<file path="config.mk">
export PLATFORM = sky130hd
export DESIGN_NAME = spi_fsm
export DESIGN_NICKNAME = d
export VERILOG_FILES = /design/src/rtl/spi_fsm.sv
export SDC_FILE = /design/constraint.sdc
export NUM_CORES = 1
export LEC_CHECK = 0
export CORE_AREA = 3 3 40 42
export DETAILED_ROUTE_END_ITERATION = 8
export DIE_AREA = 0 0 43 45
export GPL_ROUTABILITY_DRIVEN = 0
export PLACE_DENSITY_LB_ADDON = 0.3
export SYNTH_ARGS = -nofsm -noshare
export SYNTH_HDL_FRONTEND = slang
export SYNTH_SLANG_ARGS = --single-unit
</file>
<file path="constraint.sdc">
create_clock -name clk -period 2.1 [get_ports clk]
set_input_delay 0.42 -clock clk [delete_from_list [all_inputs] [get_ports clk]]
set_output_delay 0.42 -clock clk [all_outputs]
set_load 0.02 [all_outputs]
</file>
<file path="src/rtl/spi_fsm.sv">
// SPI slave transaction controller: turns conditioned SCLK edge pulses and chip select
// into shift-register, address-latch, data-memory and MISO-buffer controls.
module spi_fsm #(
    parameter int WIDTH = 8
) (
    input  logic       clk,
    input  logic       reset,
    input  logic       cs,
    input  logic       sclkPosedge,
    input  logic       sclkNegedge,
    input  logic       rwBit,
    output logic       srEnable,
    output logic [1:0] srMode,
    output logic       addrWE,
    output logic       dmWE,
    output logic       misoEnable,
    output logic       busy
);

    localparam int CW = $clog2(WIDTH) + 1;
    localparam logic [CW-1:0] FULL = CW'(WIDTH);

    localparam logic [1:0] MODE_HOLD  = 2'b00;
    localparam logic [1:0] MODE_LEFT  = 2'b10;
    localparam logic [1:0] MODE_PLOAD = 2'b11;

    typedef enum logic [2:0] {
        IDLE,
        GET,
        ADDR,
        READ_LOAD,
        READ_SHIFT,
        WRITE_GET,
        WRITE_COMMIT,
        DONE
    } state_t;

    state_t        state, state_next;
    logic [CW-1:0] count, count_next, count_inc;

    // Saturating bit counter: a stray extra edge can never wrap it back to zero.
    assign count_inc = (count == FULL) ? count : count + CW'(1);

    always_ff @(posedge clk) begin
        if (reset) begin
            state <= IDLE;
            count <= '0;
        end else begin
            state <= state_next;
            count <= count_next;
        end
    end

    always_comb begin
        state_next = state;
        count_next = count;
        srEnable   = 1'b0;
        srMode     = MODE_HOLD;
        addrWE     = 1'b0;
        dmWE       = 1'b0;
        misoEnable = 1'b0;
        busy       = (state != IDLE);

        // Chip select released mid-frame: drop everything so no partial write or latch occurs.
        if (state != IDLE && cs) begin
            state_next = IDLE;
        end else begin
            case (state)
                IDLE: begin
                    if (!cs) begin
                        state_next = GET;
                        count_next = '0;
                    end
                end
                GET, WRITE_GET: begin
                    if (sclkPosedge) begin
                        srEnable   = 1'b1;
                        srMode     = MODE_LEFT;
                        count_next = count_inc;
                        if (count_inc == FULL) begin
                            state_next = (state == GET) ? ADDR : WRITE_COMMIT;
                        end
                    end
                end
                ADDR: begin
                    addrWE     = 1'b1;
                    count_next = '0;
                    state_next = rwBit ? READ_LOAD : WRITE_GET;
                end
                READ_LOAD: begin
                    srEnable   = 1'b1;
                    srMode     = MODE_PLOAD;
                    count_next = '0;
                    state_next = READ_SHIFT;
                end
                READ_SHIFT: begin
                    // Shift on the falling edge so the next bit is stable before the master samples.
                    misoEnable = 1'b1;
                    if (sclkNegedge) begin
                        srEnable   = 1'b1;
                        srMode     = MODE_LEFT;
                        count_next = count_inc;
                        if (count_inc == FULL) begin
                            state_next = DONE;
                        end
                    end
                end
                WRITE_COMMIT: begin
                    dmWE       = 1'b1;
                    state_next = DONE;
                end
                DONE: begin
                    state_next = DONE;
                end
                default: begin
                    state_next = IDLE;
                end
            endcase
        end
    end

endmodule

</file>
==> results.txt, run 1 <==
Implementation results are summarized by area below.

Setup path
For reference, the most critical setup path is categorized as input pin to output port. The nature of the critical path endpoint is an output port. The gate family responsible for the most delay along the worst path is buffers and inverters. The largest fanout of any net on the critical path is 4. The highest cell delay on the worst timing path is 0.46 ns.

The number of gates on the worst path with buffers counted is 4. In this run the worst setup path terminates at srMode[0]. The data arrival time of the critical path is 1.54 ns. The startpoint class of the critical path is an input pin. The reg-to-reg startpoint is count[0].

The required time at the worst-slack endpoint is 1.68 ns. The endpoint identified for the worst register-to-register timing path is state[0]. For reference, the critical path cell chain is clkdlybuf4s50_1, buf_4, nor3_1, dlygate4sd2_1.

The cell type of the slowest stage on the worst timing path is clkdlybuf4s50_1. OpenSTA lists the critical path startpoint as cs. The worst-case reg-to-reg path depth is 7.

Clocking
The clock latency reported for the late side of the worst-skew pair is 0.25 ns. Clock tree synthesis inserted a total of 3 buffers. Counting along the longest clock path gives a buffer depth of 2. The TritonCTS sink count is 7. TritonCTS built the clock tree. Per the post-CTS timing run, clock transition at the registers of the reported paths is roughly 0.050 ns. The number of H-tree branching levels is 1.

Routing
In the final routed layout, each cell accounts on average for 10.6 um. The total length of routed met3 wires is 24 um. The number of remaining DRC errors is 0.

The detailed router reports a met2 wire length of 561 um. Detailed-route iteration 0 reported a violation count of 5. The post-route report lists met1 wire length as between 500 and 600 um. The detailed-router iteration count before antenna repair is 3.

The per-cell via count in the routed design is 5.23. The number of nets with antenna violations after routing is 0.

Logic synthesis
The synthesis report gives the async set-or-reset register share as 0%. The number of cells in the yosys synthesis report is 73. The post-synthesis register bit count is 7. The tally of yosys warning messages is 0. After synthesis, the chip area reported by Yosys is 553 um2. After synthesis, the netlist uses 34 different library cells. Summing the sequential cell areas from Yosys gives between 20% and 30% of the chip area. Summing every instance area after synthesis gives 553 um2. The number of flops mapped to enable cells by yosys is 0. The number of instances in the synthesized netlist is 73. The net count after synthesis is 81. The leading register cell type out of synthesis is dfxtp_1. For reference, the post-synthesis area per instance comes to approximately 7.6 um2.

GRT
The leftover overflow at the end of global routing is 0. The number of antenna violations at the first check in global routing is 0. For this run, the total global-route usage over all layers was measured as 13.7%.

The largest net degree at the start of global routing is 13. The first-pass GRT wire length is 2030 um.

Die
The die area is 1940 um2. The width of the die is ~43 um. For this configuration, the core starts out at a cell density of 43.0%. The number of I/O pins is 13.

Power
The script extracted a total leakage power of 0.306 nW. The total power per unit cell area is between 400 and 500 nW/um2. In this run the VDD rail shows a maximum IR drop of 0.255 mV.

Finish
The number of cells in the finished layout apart from fillers is around 110. Cells with a size suffix above 1 make up 19.4% of the layout. The net count of the finished layout is 102. For this run, the script counts the antenna cells in the layout as 0.

Per the cell usage report, the commonest logic cells after layout are nor2_1, buf_4, a21oi_1, dfxtp_1, nand2_1.

Hold path
The number of cells on the worst hold path is 2. The type of the worst min-delay path is flop to flop.

Final timing
The smallest clock period supported by the final layout is computed as a little under 2 ns. The final clock period utilization by the worst path is 93.4%. The transition time recorded at the tightest slew-check pin is 0.354 ns.

The count of final hold-check violations is 0. Setup repair after global routing left no endpoint under its margin. The worst slew margin relative to its limit is 76.1%. The max-slew violation count is 0. The highest clock frequency the design can meet is 0.510 GHz. The most critical hold endpoint after final layout shows a slack of between 0.4 and 0.5 ns.

In the final run the clock tree shows a worst skew of around 0.0023 ns.

Placed design
The HPWL after detailed placement is just over 900 um. Per the placement report, the placed cell count is 104.

Job
Per the run summary, max-cap violations total 0. The number of warning messages in the logs is 27.

Outcome
The run finished with clean final reports.
-- run 1: layer usage --
| metal | vias to the layer above | global-route usage [%] |
|---|---|---|
| met3 | 0 | 3.59 |
| met4 | 0 | 5.42 |
| met2 | 6 | 21.9 |
| met1 | 255 | 17.7 |
| met5 | - | 0 |
| li1 | 304 | - |
-- run 1: synth_stat cells, types with 2 or more instances --
master	instances	area share [%]
inv_1	2	1.4
nor2_1	9	6.1
a211oi_1	2	2.7
nand2b_1	5	5.7
o21ai_1	2	1.8
dfxtp_1	7	25
nand2_1	6	4.1
clkbuf_1	2	1.4
buf_4	2	2.7
nor4_1	2	2.3
nor3_1	4	3.6
a21oi_1	7	6.3
ha_1	2	4.5
-- run 1: power breakdown --
| part | internal (W) | leakage [nW] | switching, W |
|---|---|---|---|
| clock network | 0.0000725 | 0.0150 | 0.0000489 |
| logic | 0.0000379 | 0.234 | 0.0000360 |
| registers | 0.000136 | 0.0566 | 0.00000420 |
-- run 1: cells by family (layout without fill, tap and decap cells) --
| family | count (synthesis) | after routing | synth area share (%) |
|---|---|---|---|
| compound gates | 19 | 19 | 25.8 |
| xor+xnor | 1 | 1 | 1.58 |
| buf+inv | 7 | 27 | 6.33 |
| flops | 7 | 7 | 25.3 |
| fa+ha+maj | 2 | 2 | 4.52 |
| simple gates | 37 | 37 | 36.4 |
-- run 1: layout make-up --
type | count | area (um2)
clock buffers | 4 | 26.3
fillers | 130 | 543
inverters | 2 | 7.51
multi-input cells | 59 | 378
flip-flops and latches | 7 | 140
well taps | 15 | 18.8
repair buffers | 21 | 171
-- run 1: how the worst min path moves through the flow --
| stage | from | end | slack, ns |
|---|---|---|---|
| finish | count[1] | count[1] | 0.50 |
| detailed placement | count[1] | count[1] | 0.49 |
| floorplan | count[2] | count[2] | 0.46 |
| global placement | count[1] | count[1] | 0.48 |
| global route | count[1] | count[1] | 0.52 |
| CTS | count[1] | count[1] | 0.50 |
-- run 1: through the flow --
stage	power (W)	TNS (ns)	cell area (um2)	worst slack, ns
finish	0.000335	0	742	0.138
global route	0.000358	0	742	0.0139
global placement	0.000219	-0.984	732	-0.286
CTS	0.000342	0	754	0.0186
floorplan	0.000187	0	553	0.216
detailed placement	0.000220	-1.10	732	-0.324
-- run 1: timing repair --
item / 4_1_cts / 5_1_grt
resized: 11 / 2
endpoints found under the setup margin: 7 / 2
hold buffers: 0 / 0
gates cloned: 0 / 0
buffers inserted: 0 / 0
-- run 1: state kept, by name, summed over array words and instances, names as in the netlist --
signal  flops
count       4
state       3
-- run 1: tightest hold or removal path, cell delays in order (launching register included) --
cell and delay, ns:
dfxtp_1 0.33, nand2b_1 0.07, a21oi_1 0.05
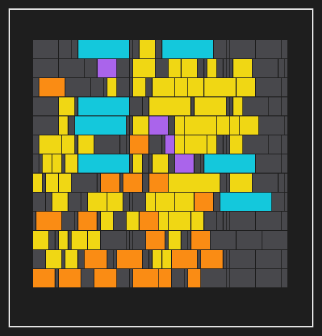
Figure 1: run 1, cell classes on the final placement.
Fill, decap, tap and diode cells in grey.
[flops] cyan | cells: 7 | share of their area: 19%
[combinational and other logic] yellow | cells: 61 | share of their area: 53%
[other buffers and delay cells] orange | cells: 21 | share of their area: 24%
[clock drivers and dummy loads] purple | cells: 4 | share of their area: 3.6%
register share of the cell area: 18.9%
utilization after layout: 57.7%
number of placement rows: 13
final standard cell area without fillers: 742 um2
Core Box Area: 1280 um2

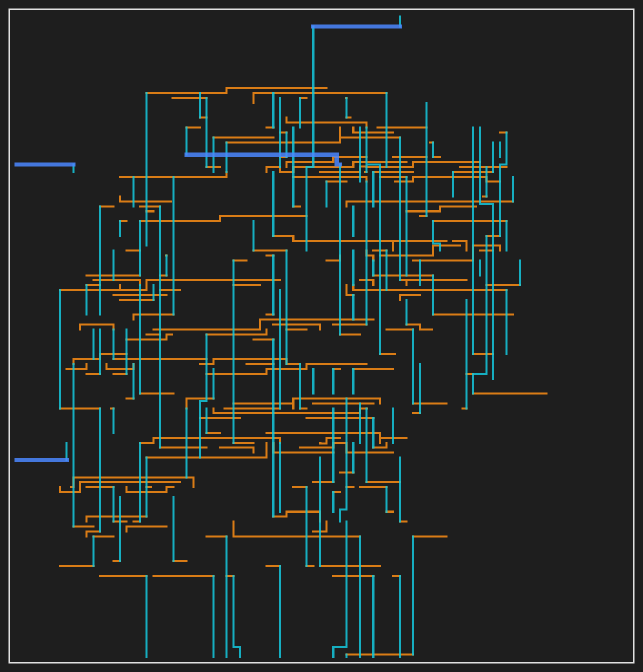
Figure 2: run 1, wiring by layer.
[metal 2] cyan | wire length: 562 um
[metal 1] orange | wire length: 559 um
[metal 3] blue | wire length: 24.6 um

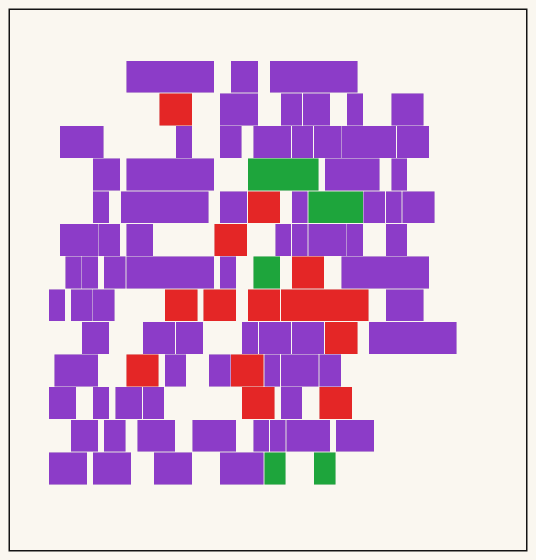
Figure 3: run 1, cell sizes after repair.
[_3 and _4 cells] red | cells: 13 | share: 14%
[_0 and _1 cells] purple | cells: 75 | share: 81%
[_2 cells] green | cells: 5 | share: 5.4%
layout buffer count excluding clock buffers: 21
worst setup margin: 0.138 ns
layout-stage area growth over the synthesis result: 34.2%

==> run 2: changes to the inputs <==
--- a/config.mk
+++ b/config.mk
@@ -6,6 +6,7 @@
 export NUM_CORES = 1
 export LEC_CHECK = 0
 export CORE_AREA = 3 3 40 42
+export CTS_CLUSTER_SIZE = 8
 export DETAILED_ROUTE_END_ITERATION = 8
 export DIE_AREA = 0 0 43 45
 export GPL_ROUTABILITY_DRIVEN = 0
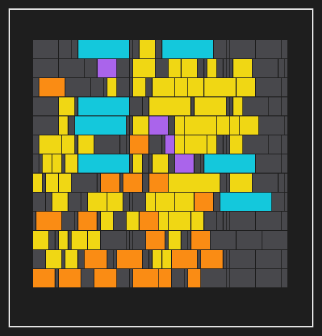
Figure 4: run 2, cell classes on the final placement.
Fill, decap, tap and diode cells in grey.
[combinational and other logic] yellow | cells: 61 | share of their area: 53%
[clock drivers and dummy loads] purple | cells: 4 | share of their area: 3.6%
[other buffers and delay cells] orange | cells: 21 | share of their area: 24%
[flops] cyan | cells: 7 | share of their area: 19%

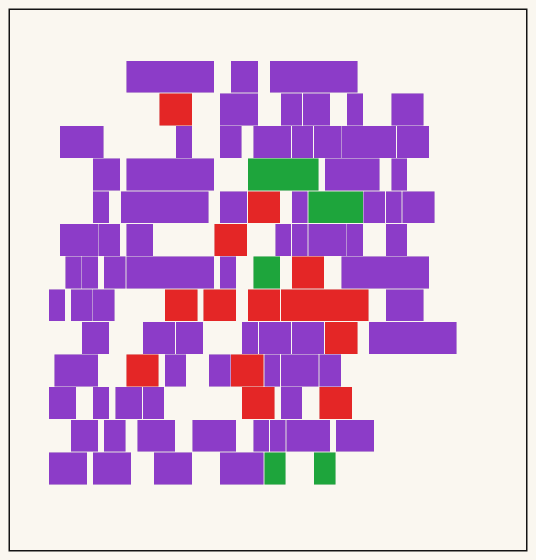
Figure 5: run 2, cell sizes after repair.
[_2 cells] green | cells: 5 | share: 5.4%
[_3 and _4 cells] red | cells: 13 | share: 14%
[_0 and _1 cells] purple | cells: 75 | share: 81%

==> run 2 against run 1 <==
Net effect: area after synthesis did not move; critical path depth did not move; combinational power barely moved; final cell count did not move; clock power barely moved; design area did not move; register-to-register slack barely moved; die size did not move; routed wire length did not move; first-iteration DRC count did not move; critical path type unchanged; largest cell class unchanged.
==> results.txt, run 2 <==
Implementation results are summarized by area below.

Outcome
The flow ran to the end, and the final reports show no timing, DRC or antenna violations.

Logic synthesis
The share of synthesized cell area in and-or and or-and compound cells is ~26%. The synthesized design contains 0 enable-type register cells. The mean post-synth cell area is 7.58 um2. The area reported by Yosys stat is 553 um2.

Of the post-synthesis cell area, the dominant cell type holds 25.3%. Per the Yosys statistics, synthesis produced 73 cells. The mapped netlist covers approximately 550 um2.

Per Yosys stat, the portion of area used by sequential elements is 25.3%. Synthesis produced 73 cells. By area the synthesized netlist is led by dfxtp_1, a21oi_1, nor2_1, nand2b_1, ha_1. In the synthesized netlist the async set-or-reset flop fraction comes to 0%. Multiplexer cells account for 0% of the synthesized area. The warning tally printed by Yosys for this design is 0. The leading register cell type out of synthesis is dfxtp_1. In this run, the synthesized area fraction spent on xor and xnor cells is recorded as about 1.6%. By count the netlist is led by nor2_1, a21oi_1, dfxtp_1. Yosys mapped the design onto 34 distinct sky130hd cell types. The simple logic cell fraction of the synthesized area is 36.4%. The synthesized design contains 7 register bits. The main logic family after synthesis is simple AND/OR/NAND/NOR gates. The cell type with the highest aggregate area in the netlist is dfxtp_1. The share of synthesized cell area in full adder, half adder and majority cells is 4.52%.

Clocking
On the reported timing paths, the clock transition at the registers reads 0.05 ns. Buffers inserted during clock tree synthesis total 3. CTS built an H-tree with a depth of 1. The TritonCTS clock tree is yes. Counting along the longest clock path gives a buffer depth of 2. Buffers added to address setup during post-CTS repair amount to 0. The TritonCTS sink count is 7. The clock latency reported for the late side of the worst-skew pair is 0.25 ns.

Hold path
The worst hold path belongs to the class flop to flop. The number of cells on the worst hold path is 2.

Final timing
The post-layout worst setup margin is around 0.14 ns. Setup repair after global routing left no endpoint under its margin. Looking at the max-slew report, the worst-margin pin has a slew of 0.354 ns. The clock period could shrink to 1.96 ns.

From the final report, the count of setup violators was given as 0. The final clock period utilization by the worst path is 93.4%. The highest clock frequency the design can meet is 0.510 GHz.

Checking max transition, the worst relative margin is approximately three quarters. In the final report, the number of pins over their slew limit comes to 0. The final hold violation count recorded for this run is 0.

Die
The number of I/O pins is 13. The fraction of the core area occupied by cells at floorplan is 43.0%. The die area is 1940 um2. The width of the die is 43 um. The count of standard-cell rows is 13.

According to the floorplan report, the placeable core area is approximately 1300 um2.

Setup path
The required time at the worst-slack endpoint is 1.68 ns. The reg-to-reg startpoint is count[0]. The critical path starts at cs. The critical path is of the input pin to output port type. The arrival time of data at the worst endpoint is listed as 1.54 ns.

For the worst flop-to-flop path, the logic depth is 7. The largest fanout of any net on the critical path is 4.

Finish
In the layout the commonest cells are nor2_1, buf_4, a21oi_1, dfxtp_1, nand2_1. Ranked by flip-flop count, first place goes to count. The total number of nets in the final design is 102.

In the final layout, the share of cells above drive strength 1 is around a fifth. The registers reported with the highest flop counts are count x4, state x3. The repair_antennas step left the layout with diodes totalling 0.

Placed design
The post-detailed-placement half-perimeter wirelength is ~930 um.

Power
Dividing total power by cell area gives a power density of 452 nW/um2. The highest ir drop seen on vdd is approximately 0.26 mV. Summed over all cells, the static leakage comes to 0.306 nW.

GRT
The number of antenna violations at the first check in global routing is 0. The first-pass GRT wire length is 2030 um. The largest net degree at the start of global routing is 13. The total global-route track usage is roughly 14%.

The leftover overflow at the end of global routing is 0.

Job
The tool warning count for the run is 27. Per the run summary, max-cap violations total 0.

Routing
Once detail routing completed, the nets flagged for antenna violations numbered 0. The vias after detailed routing is 565. The number of violations reported at the end of detailed-routing iteration 0 is 5. The DRC violation total left in the routed layout is recorded as 0. Dividing the detail-routed wire length by the instance count gives 10.6 um. For this run, the detailed router reports a per-instance via density of 5.23.
-- run 2: what timing repair did --
action | CTS | global route
gates resized | 11 | 2
setup endpoints to repair | 7 | 2
gates cloned | 0 | 0
-- run 2: cell families (layout without fill, tap and decap cells) --
family                     count (synthesis)  after routing
buffers and inverters                      7             27
and+or+nand+nor                           37             37
AOI/OAI and AO/OA                         19             19
xor gates and xnor gates                   1              1
DFF                                        7              7
adders and majority gates                  2              2
-- run 2: layout make-up --
type	count	area, um2
fillers	130	543
multi-input cells	59	378
repair buffers	21	171
flip-flops and latches	7	140
clock buffers	4	26.3
well taps	15	18.8
inverters	2	7.51
-- run 2: per-layer routing --
layer  vias up  wire [um]  share of wire, %  GRT usage, %
li1        304          -                 -             -
met1       255        558                49          17.7
met2         6        561                49          21.9
met3         0         24               2.1          3.59
met4         0          0                 0          5.42
met5         -          0                 0             0
-- run 2: report_power, final --
part	switching, W	internal [W]	total, W	leakage [nW]
combinational	0.0000360	0.0000379	0.0000739	0.234
clock	0.0000489	0.0000725	0.000121	0.0150
sequential	0.00000420	0.000136	0.000140	0.0566
total	0.0000891	0.000246	0.000335	0.306
-- run 2: worst max-delay path by stage --
stage | end | slack, ns | depth (start not counted)
after CTS | srMode[1] | 0.02 | 7
after global routing | srMode[1] | 0.01 | 7
after detailed placement | srMode[1] | -0.32 | 7
final | srMode[0] | 0.14 | 4
after floorplan | srMode[1] | 0.22 | 5
after global placement | srEnable | -0.29 | 7
-- run 2: critical path, cell delays in order --
cell	delay (ns)
clkdlybuf4s50_1	0.46
buf_4	0.16
nor3_1	0.15
dlygate4sd2_1	0.36
-- run 2: stage by stage --
| stage | power [W] | util, % | hold WS (ns) | instance area (um2) | setup TNS (ns) |
|---|---|---|---|---|---|
| floorplan | 0.000187 | - | 0.464 | 553 | 0 |
| global placement | 0.000219 | 57.0 | 0.484 | 732 | -0.984 |
| detailed placement | 0.000220 | 57.0 | 0.490 | 732 | -1.10 |
| CTS | 0.000342 | 58.7 | 0.499 | 754 | 0 |
| global route | 0.000358 | 57.7 | 0.521 | 742 | 0 |
| finish | 0.000335 | 57.7 | 0.498 | 742 | 0 |
Figure 6. Wiring by layer (run 2).
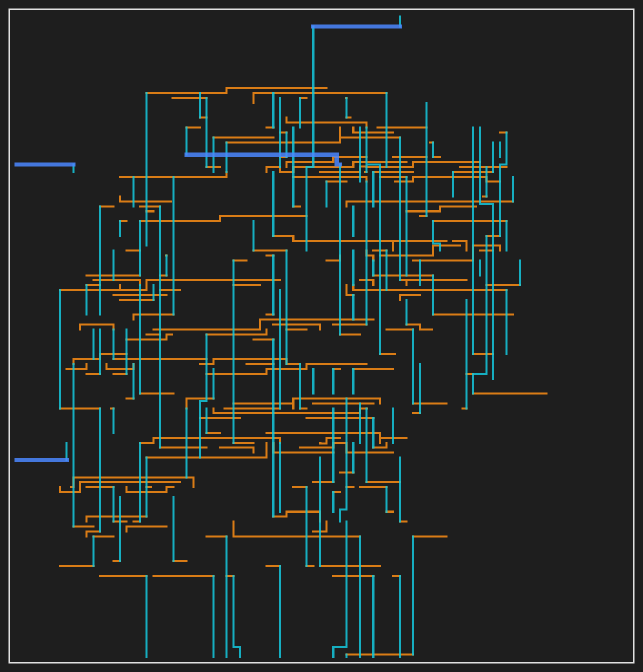

==> run 3: changes to the inputs <==
--- a/config.mk
+++ b/config.mk
@@ -5,12 +5,13 @@
 export SDC_FILE = /design/constraint.sdc
 export NUM_CORES = 1
 export LEC_CHECK = 0
-export CORE_AREA = 3 3 40 42
+export CORE_AREA = 10 10 47 49
 export CTS_CLUSTER_SIZE = 8
 export DETAILED_ROUTE_END_ITERATION = 8
-export DIE_AREA = 0 0 43 45
+export DIE_AREA = 0 0 57 59
 export GPL_ROUTABILITY_DRIVEN = 0
 export PLACE_DENSITY_LB_ADDON = 0.3
 export SYNTH_ARGS = -nofsm -noshare
 export SYNTH_HDL_FRONTEND = slang
 export SYNTH_SLANG_ARGS = --single-unit
+export TNS_END_PERCENT = 100
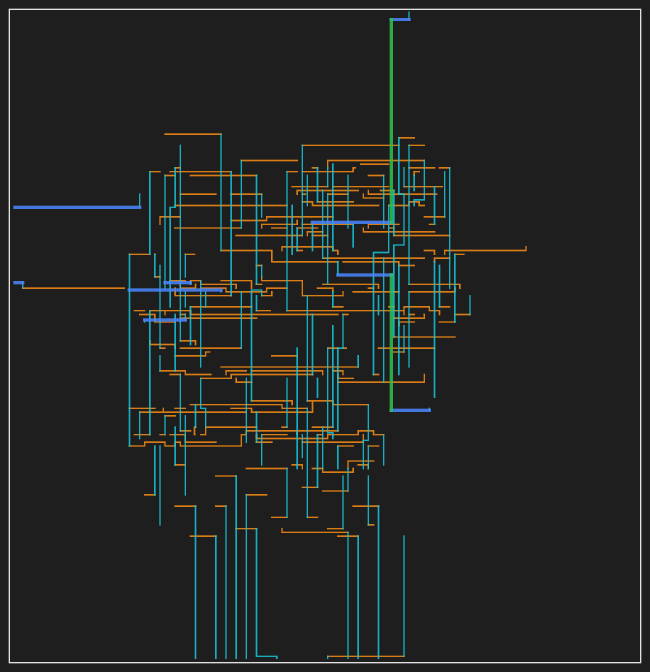
Figure 7: run 3, wiring by layer.
[metal 4] green | wire length: 30.6 um
[metal 2] cyan | wire length: 671 um
[metal 1] orange | wire length: 596 um
[metal 3] blue | wire length: 43.2 um

==> run 3 against run 2 <==
Net effect: final cell count stayed put; highest routed layer is now met4; die size is 74% higher; critical path depth stayed put; sequential share of layout area is 0.13 points higher; clock power is 6% higher; total power is 1.7% higher; largest cell class unchanged; first-iteration DRC count stayed put; clock skew is 0.0043 ns higher; hold slack better by 0.022 ns.
==> results.txt, run 3 <==
Implementation results are summarized by area below.

Logic synthesis
Summing the sequential cell areas from Yosys gives 25.3% of the chip area. The cell area that synthesis handed to floorplanning was 553 um2. The tally of yosys warning messages is 0. The chip area line in the Yosys stat output reads 553 um2.

The top-area cell type share of the netlist area is 25.3%. The synthesis report gives the async set-or-reset register share as 0%. Ranked by instance count, the synthesized netlist is headed by nor2_1, a21oi_1, dfxtp_1. Among all flip-flop cells after synthesis, the most frequent one is dfxtp_1. The tally of unique sky130hd cells used after synthesis is 34. Per the post-synthesis report, the nets total about 80. The mean post-synth cell area is 7.58 um2. The number of cells in the yosys synthesis report is 73. The post-synthesis register bit count is 7. The library cell with the highest instance count after synthesis is nor2_1.

Setup path
Tracing the worst setup path back leads to its startpoint at cs. For reference, the most critical setup path is categorized as input pin to output port. The data arrival time of the critical path is 1.54 ns.

The worst-case reg-to-reg path depth is 7. STA classifies the critical path endpoint as an output port. The OpenROAD report gives the critical path a required time of 1.68 ns. The reg-to-reg startpoint is count[0]. In this run the worst path has a maximum fanout of 4.

Die
13 I/O pins were placed. The count of standard-cell rows is 14. The width of the die is 57 um. The fraction of the core area occupied by cells at floorplan is slightly below 40%.

The die covers 3360 um2.

Final timing
The setup skew after layout is 0.00657 ns. The worst hold slack is about 0.52 ns. The final critical-path required period is 1.96 ns.

The max-slew violation count is 0. Static timing analysis puts the maximum clock frequency at 0.510 GHz. Per the finish-stage timing summary, setup violations number 0.

The final clock period utilization by the worst path is 93.4%. The setup total negative slack is 0 ns.

Clocking
The clock net in this run drives a total of 7 sinks. Per the post-CTS timing run, clock transition at the registers of the reported paths is around 0.05 ns. TritonCTS built the clock tree.

Looking at the clock tree report, the maximum root-to-sink buffer count equals 2. Looking at the clock tree report, the H-tree level count equals 1.

Routing
The number of violations reported at the end of detailed-routing iteration 0 is 5. The vias after detailed routing is around 570. The iteration count recorded for the first detailed-route pass is 4. The number of nets with antenna violations after routing is 0.

Finish
By instance count after routing, the leading logic cell types are nor2_1, buf_4, a21oi_1, dfxtp_1, nand2_1. The total number of nets in the final design is a little over 100. The largest registers in the layout are count x4, state x3.

The flip-flop count of the largest register, all copies and words added is 4. The flow measured a signed area growth from synthesis to layout of 33.3%. The count of antenna diodes in the layout is 0.

Hold path
The startpoint identified for the worst hold timing path is count[2]. The report gives the cell count of the worst hold path as 2.

Placed design
The post-placement cell area is 726 um2.

GRT
Global routing used 8.89% of the available tracks across all layers. Summed over all layers, the global routing overflow is 0.

Outcome
The flow ran to the end, and the final reports show no timing, DRC or antenna violations.

Power
Per the OpenROAD power report, leakage power amounts to 0.304 nW. The highest ir drop seen on vdd is roughly 0.24 mV. The script computed a power per unit cell area of roughly 460 nW/um2.
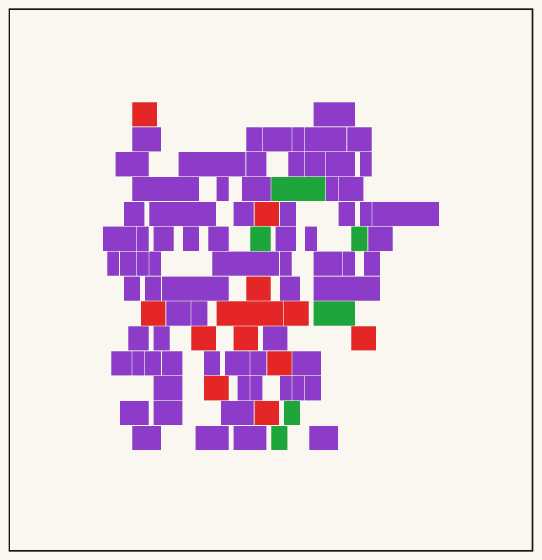
Figure 8: run 3, cell sizes after repair.
[_2 cells] green | cells: 6 | share: 6.5%
[_3 and _4 cells] red | cells: 12 | share: 13%
[_0 and _1 cells] purple | cells: 74 | share: 80%

run 3: layout make-up:
type	count	area (um2)
Timing Repair Buffer	20	164
Inverter	2	7.51
Fill cell	143	664
Multi-Input combinational cell	59	378
Sequential cell	7	140
Tap cell	16	20.0
Clock buffer	3	22.5
Clock inverter	1	5.00
run 3: worst paths after layout:
| path | end | slack, ns |
|---|---|---|
| worst max-delay path | srMode[0] | 0.14 |
| worst min-delay path | count[2] | 0.52 |
| worst max register to register | state[0] | 0.22 |
| worst min register to register | count[2] | 0.52 |
run 3: metal layers:
metal,share of wire (%),global-route usage [%],up-vias
met4,2.2,5.03,0
li1,-,-,298
met5,0,0,-
met2,50,14.6,12
met3,3.2,3.43,4
met1,44,9.59,256
run 3: kinds of logic (layout without fill, tap and decap cells):
logic type	count (synthesis)	in the layout	share of synthesized area (%)
AOI/OAI and AO/OA	19	19	25.8
xor gates and xnor gates	1	1	1.58
adders and majority gates	2	2	4.52
buffers and inverters	7	26	6.33
DFF	7	7	25.3
and+or+nand+nor	37	37	36.4
run 3: through the flow:
stage / setup slack (ns) / total power, W / std cells
finish: 0.139 / 0.000341 / 108
global route: 0.0497 / 0.000365 / 108
CTS: 0.0233 / 0.000351 / 108
detailed placement: -0.324 / 0.000219 / 104
global placement: -0.290 / 0.000218 / 104
floorplan: 0.216 / 0.000187 / 73
run 3: worst max-delay path: stages:
cell and delay, ns:
clkdlybuf4s50_1 0.46, buf_4 0.16, nor3_1 0.14, dlygate4sd2_1 0.35
run 3: repair_timing:
item / in CTS / in global routing
hold buffers: 0 / 0
resized: 11 / 2
endpoints found under the setup margin: 7 / 2
cloned: 0 / 0
setup buffers: 0 / 0
run 3: report_power, final:
group	switching, W	leakage, nW	internal [W]
Clock	0.0000575	0.0177	0.0000700
Combinational	0.0000376	0.230	0.0000367
Sequential	0.00000360	0.0566	0.000136
No activity file was given, so power comes from the tool's default toggle rates.
